<file path="config.mk">
export PLATFORM = sky130hd
export DESIGN_NAME = uart_rng_peripheral
export DESIGN_NICKNAME = d
export VERILOG_FILES = /design/src/rtl/uart_rng_peripheral.sv
export SDC_FILE = /design/constraint.sdc
export NUM_CORES = 1
export LEC_CHECK = 0
export CAP_MARGIN = 40
export CORE_ASPECT_RATIO = 1.2
export CORE_MARGIN = 3
export CORE_UTILIZATION = 50
export CTS_BUF_LIST = sky130_fd_sc_hd__clkbuf_8
export DETAILED_ROUTE_END_ITERATION = 16
export DONT_BUFFER_PORTS = 1
export GPL_ROUTABILITY_DRIVEN = 0
export GPL_TIMING_DRIVEN = 0
export PLACE_DENSITY = 0.68
export REMOVE_ABC_BUFFERS = 1
export SLEW_MARGIN = 10
export SYNTH_ARGS = -nofsm -noshare
export SYNTH_HDL_FRONTEND = slang
export SYNTH_SLANG_ARGS = --single-unit
export TNS_END_PERCENT = 10
</file>
<file path="constraint.sdc">
create_clock -name clk -period 2.1 [get_ports clk]
set_input_delay 0.42 -clock clk [delete_from_list [all_inputs] [get_ports clk]]
set_output_delay 0.42 -clock clk [all_outputs]
set_load 0.02 [all_outputs]
</file>
<file path="src/rtl/uart_rng_peripheral.sv">
// 8N1 UART transmitter/receiver with byte handshakes plus a free-running 16-bit LFSR bit source.
// Define UART_LOOPBACK_EN to feed the receiver from the internal TX line instead of uart_rxd.
module uart_rng_peripheral #(
  parameter int CLOCK_RATE = 25000000,
  parameter int BAUD_RATE  = 115200
) (
  input  logic       clk,
  input  logic       rst_n,
  input  logic       tx_en,
  input  logic       tx_valid,
  input  logic [7:0] tx_data,
  output logic       tx_ready,
  output logic       uart_txd,
  input  logic       rx_en,
  input  logic       uart_rxd,
  output logic [7:0] rx_data,
  output logic       rx_valid,
  input  logic       rx_ready,
  output logic       rx_err,
  output logic       random_bit
);

  localparam int DIV = CLOCK_RATE / BAUD_RATE;
  localparam int CW  = $clog2(DIV + 1);
  localparam logic [CW-1:0] BIT_LAST  = CW'(DIV - 1);
  localparam logic [CW-1:0] HALF_LAST = CW'(DIV / 2 - 1);

  // ---------------- transmitter ----------------
  typedef enum logic [1:0] {TX_IDLE, TX_START, TX_DATA, TX_STOP} tx_state_t;

  tx_state_t       tx_state_q;
  logic [CW-1:0]   tx_cnt_q;
  logic [2:0]      tx_bit_q;
  logic [7:0]      tx_shift_q;
  logic            txd_q;

  assign tx_ready = (tx_state_q == TX_IDLE) && tx_en;
  assign uart_txd = txd_q;

  always_ff @(posedge clk or negedge rst_n) begin
    if (!rst_n) begin
      tx_state_q <= TX_IDLE;
      tx_cnt_q   <= '0;
      tx_bit_q   <= '0;
      tx_shift_q <= '0;
      txd_q      <= 1'b1;
    end else begin
      unique case (tx_state_q)
        TX_IDLE: begin
          txd_q <= 1'b1;
          if (tx_valid && tx_ready) begin
            tx_shift_q <= tx_data;
            txd_q      <= 1'b0;
            tx_cnt_q   <= '0;
            tx_state_q <= TX_START;
          end
        end
        TX_START: begin
          if (tx_cnt_q == BIT_LAST) begin
            tx_cnt_q   <= '0;
            tx_bit_q   <= '0;
            txd_q      <= tx_shift_q[0];
            tx_shift_q <= {1'b0, tx_shift_q[7:1]};
            tx_state_q <= TX_DATA;
          end else begin
            tx_cnt_q <= tx_cnt_q + 1'b1;
          end
        end
        TX_DATA: begin
          if (tx_cnt_q == BIT_LAST) begin
            tx_cnt_q <= '0;
            if (tx_bit_q == 3'd7) begin
              txd_q      <= 1'b1;
              tx_state_q <= TX_STOP;
            end else begin
              txd_q      <= tx_shift_q[0];
              tx_shift_q <= {1'b0, tx_shift_q[7:1]};
              tx_bit_q   <= tx_bit_q + 1'b1;
            end
          end else begin
            tx_cnt_q <= tx_cnt_q + 1'b1;
          end
        end
        TX_STOP: begin
          if (tx_cnt_q == BIT_LAST) begin
            tx_cnt_q   <= '0;
            tx_state_q <= TX_IDLE;
          end else begin
            tx_cnt_q <= tx_cnt_q + 1'b1;
          end
        end
        default: tx_state_q <= TX_IDLE;
      endcase
    end
  end

  // ---------------- receiver ----------------
  logic rx_src;
`ifdef UART_LOOPBACK_EN
  assign rx_src = txd_q;
`else
  assign rx_src = uart_rxd;
`endif

  logic rx_meta_q, rx_sync_q;

  always_ff @(posedge clk or negedge rst_n) begin
    if (!rst_n) begin
      rx_meta_q <= 1'b1;
      rx_sync_q <= 1'b1;
    end else begin
      rx_meta_q <= rx_src;
      rx_sync_q <= rx_meta_q;
    end
  end

  typedef enum logic [2:0] {RX_IDLE, RX_START, RX_DATA, RX_STOP, RX_BREAK} rx_state_t;

  rx_state_t     rx_state_q;
  logic [CW-1:0] rx_cnt_q;
  logic [2:0]    rx_bit_q;
  logic [7:0]    rx_shift_q;
  logic [7:0]    rx_data_q;
  logic          rx_valid_q;
  logic          rx_err_q;

  assign rx_data  = rx_data_q;
  assign rx_valid = rx_valid_q;
  assign rx_err   = rx_err_q;

  always_ff @(posedge clk or negedge rst_n) begin
    if (!rst_n) begin
      rx_state_q <= RX_IDLE;
      rx_cnt_q   <= '0;
      rx_bit_q   <= '0;
      rx_shift_q <= '0;
      rx_data_q  <= '0;
      rx_valid_q <= 1'b0;
      rx_err_q   <= 1'b0;
    end else begin
      rx_err_q <= 1'b0;
      if (rx_valid_q && rx_ready) begin
        rx_valid_q <= 1'b0;
      end
      unique case (rx_state_q)
        RX_IDLE: begin
          if (rx_en && !rx_sync_q) begin
            rx_cnt_q   <= '0;
            rx_state_q <= RX_START;
          end
        end
        RX_START: begin
          if (rx_cnt_q == HALF_LAST) begin
            rx_cnt_q   <= '0;
            rx_bit_q   <= '0;
            rx_state_q <= rx_sync_q ? RX_IDLE : RX_DATA;
          end else begin
            rx_cnt_q <= rx_cnt_q + 1'b1;
          end
        end
        RX_DATA: begin
          if (rx_cnt_q == BIT_LAST) begin
            rx_cnt_q   <= '0;
            rx_shift_q <= {rx_sync_q, rx_shift_q[7:1]};
            rx_bit_q   <= rx_bit_q + 1'b1;
            if (rx_bit_q == 3'd7) begin
              rx_state_q <= RX_STOP;
            end
          end else begin
            rx_cnt_q <= rx_cnt_q + 1'b1;
          end
        end
        RX_STOP: begin
          if (rx_cnt_q == BIT_LAST) begin
            rx_cnt_q <= '0;
            if (rx_sync_q) begin
              // Overrun keeps the unconsumed byte and flags the loss instead.
              if (rx_valid_q) begin
                rx_err_q <= 1'b1;
              end else begin
                rx_data_q  <= rx_shift_q;
                rx_valid_q <= 1'b1;
              end
              rx_state_q <= RX_IDLE;
            end else begin
              rx_err_q   <= 1'b1;
              rx_state_q <= RX_BREAK;
            end
          end else begin
            rx_cnt_q <= rx_cnt_q + 1'b1;
          end
        end
        RX_BREAK: begin
          if (rx_sync_q) begin
            rx_state_q <= RX_IDLE;
          end
        end
        default: rx_state_q <= RX_IDLE;
      endcase
    end
  end

  // ---------------- LFSR ----------------
  logic [15:0] lfsr_q, lfsr_d;

  always_comb begin
    lfsr_d = {lfsr_q[14:0], lfsr_q[15] ^ lfsr_q[13] ^ lfsr_q[12] ^ lfsr_q[10]};
  end

  always_ff @(posedge clk or negedge rst_n) begin
    if (!rst_n) begin
      lfsr_q <= 16'hACE1;
    end else begin
      lfsr_q <= lfsr_d;
    end
  end

  assign random_bit = lfsr_q[0];

endmodule

</file>
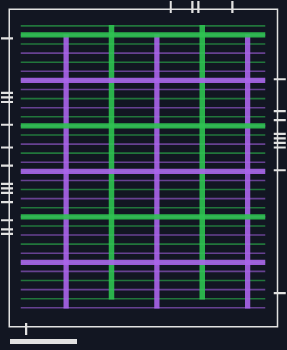
(images/power_grid.png)
Bar = 20 um. Pins as bars on the die edge.
[VDD] green
[VSS] purple
signal pins: 28
rows: 31
met4 straps: 5
die boundary height: 94.5 um
standard cell core area: 6170 um^2
horizontal die size: 79.7 um

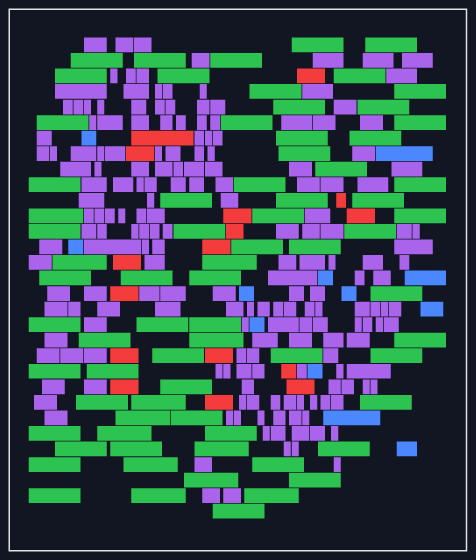
(images/placement_by_type.png)
[flops] green | cells: 72
[other buffers and delay cells] blue | cells: 12
[clock drivers and dummy loads] red | cells: 16
[combinational and other logic] purple | cells: 189
sequential fraction of total cell area: 0.479
total non-filler cell area in the finished layout: 3790 um^2
post-route core utilization: 0.615
row cnt: 31

==> run notes <==
- dfrtp_1 — Dominant flop cell
- 178 — combinational gate count
- flop — type of destination of the critical path
- 12 — non-clock buffer count
- 0 — number of antenna cells inserted
- -0.0672 ns — worst setup slack after layout
- setup timing — violated checks
- 0.60 ns — slowest cell delay on critical path
- dfrtp_1 — most common cell after layout, fill and taps aside
- 0.556 — Max transition margin
- 10200 um — wire length of the first global-routing pass
- or4_4 — Max stage delay cell, worst path
- 2.39 ns — data arrival time of the critical path
- 265 — number of cell instances after yosys synthesis
- 7540 um^2 — area of the chip
- 8 — Setup Viol. Count Final
- 33 — tool warning count
- 0.138 — relative contribution of combinational cells to total power
- 2.17 ns — minimum period implied by the final worst setup slack
- 0.436 mV — highest ir drop seen on vdd
- dfrtp_1 (47%), mux2_2 (12%), dfstp_2 (8.9%) — top cells by area, synth
- 0.280 — met2 Resource Use GR
- 265 — Mapped Cells
- 488 — Fill cells
- simple AND/OR/NAND/NOR gates — dominant combinational cell family by area after synthesis
- 2.30 mW — internal power of the cells
- simple AND/OR/NAND/NOR gates — kind of cell adding the most delay to the critical path
- complete, but fails checks — outcome
- dfrtp_1 — most numerous cell in the Yosys netlist
- 3520 um — half-perimeter wire length of the detailed placement result
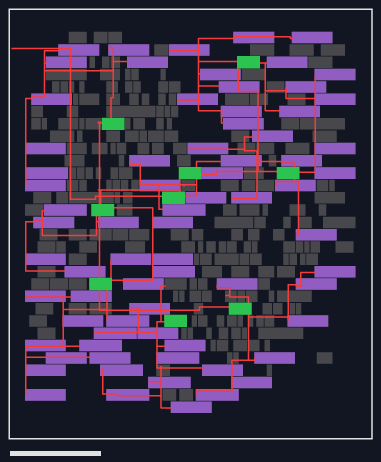
(images/clk_routes.png)
Bar = 20 um.
[clock drivers] green | count: 9
[clock wires] red | length: 871 um
[flip-flops] purple | count: 72
flops lie: spread over the die
routed clock nets: 10
power consumed by the clock network: 1.14 mW
Max Clock Skew: 0.0113 ns
insertion delay at the late pin of the worst-skew pair: 0.34 ns
clock network fraction of total power: 0.369

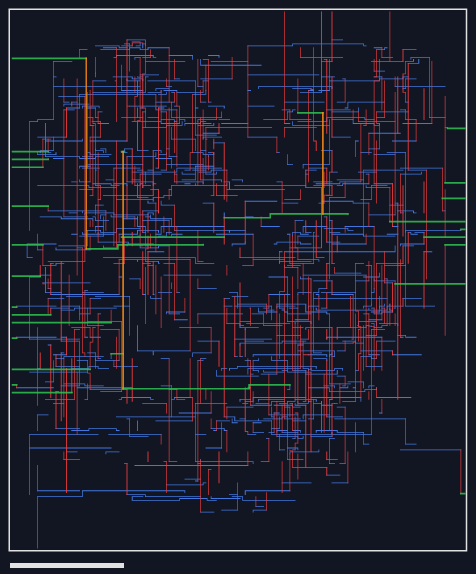
(images/wires.png)
Bar = 20 um.
[metal 2] red | wire length: 2690 um
[metal 3] green | wire length: 242 um
[metal 1] blue | wire length: 2530 um
[metal 4] orange | wire length: 92.5 um
GRT Total Usage: 0.172
number of vias after detailed routing: 2075

[worst max-delay path by stage]
stage	start	to	slack, ns	cells after the start
floorplan	rx_cnt_q[0]	rx_bit_q[0]	-0.46	6
global placement	rx_cnt_q[0]	rx_bit_q[0]	-1.04	6
detailed placement	rx_cnt_q[0]	rx_data[0]	-0.21	6
CTS	rx_cnt_q[0]	rx_data[7]	-0.11	8
global route	rx_cnt_q[0]	rx_data[7]	-0.12	8
finish	rx_cnt_q[2]	rx_data[5]	-0.07	6
[sequential cells by signal, indices dropped and copies added (netlist names)]
signal,count
lfsr_q,16
rx_cnt_q,8
rx_data,8
rx_shift_q,8
tx_cnt_q,8
tx_shift_q,8
rx_bit_q,3
rx_state_q,3
tx_bit_q,3
tx_state_q,2
rx_err,1
rx_meta_q,1
rx_sync_q,1
rx_valid,1
uart_txd,1
Power is estimated from default activity; no workload was simulated.
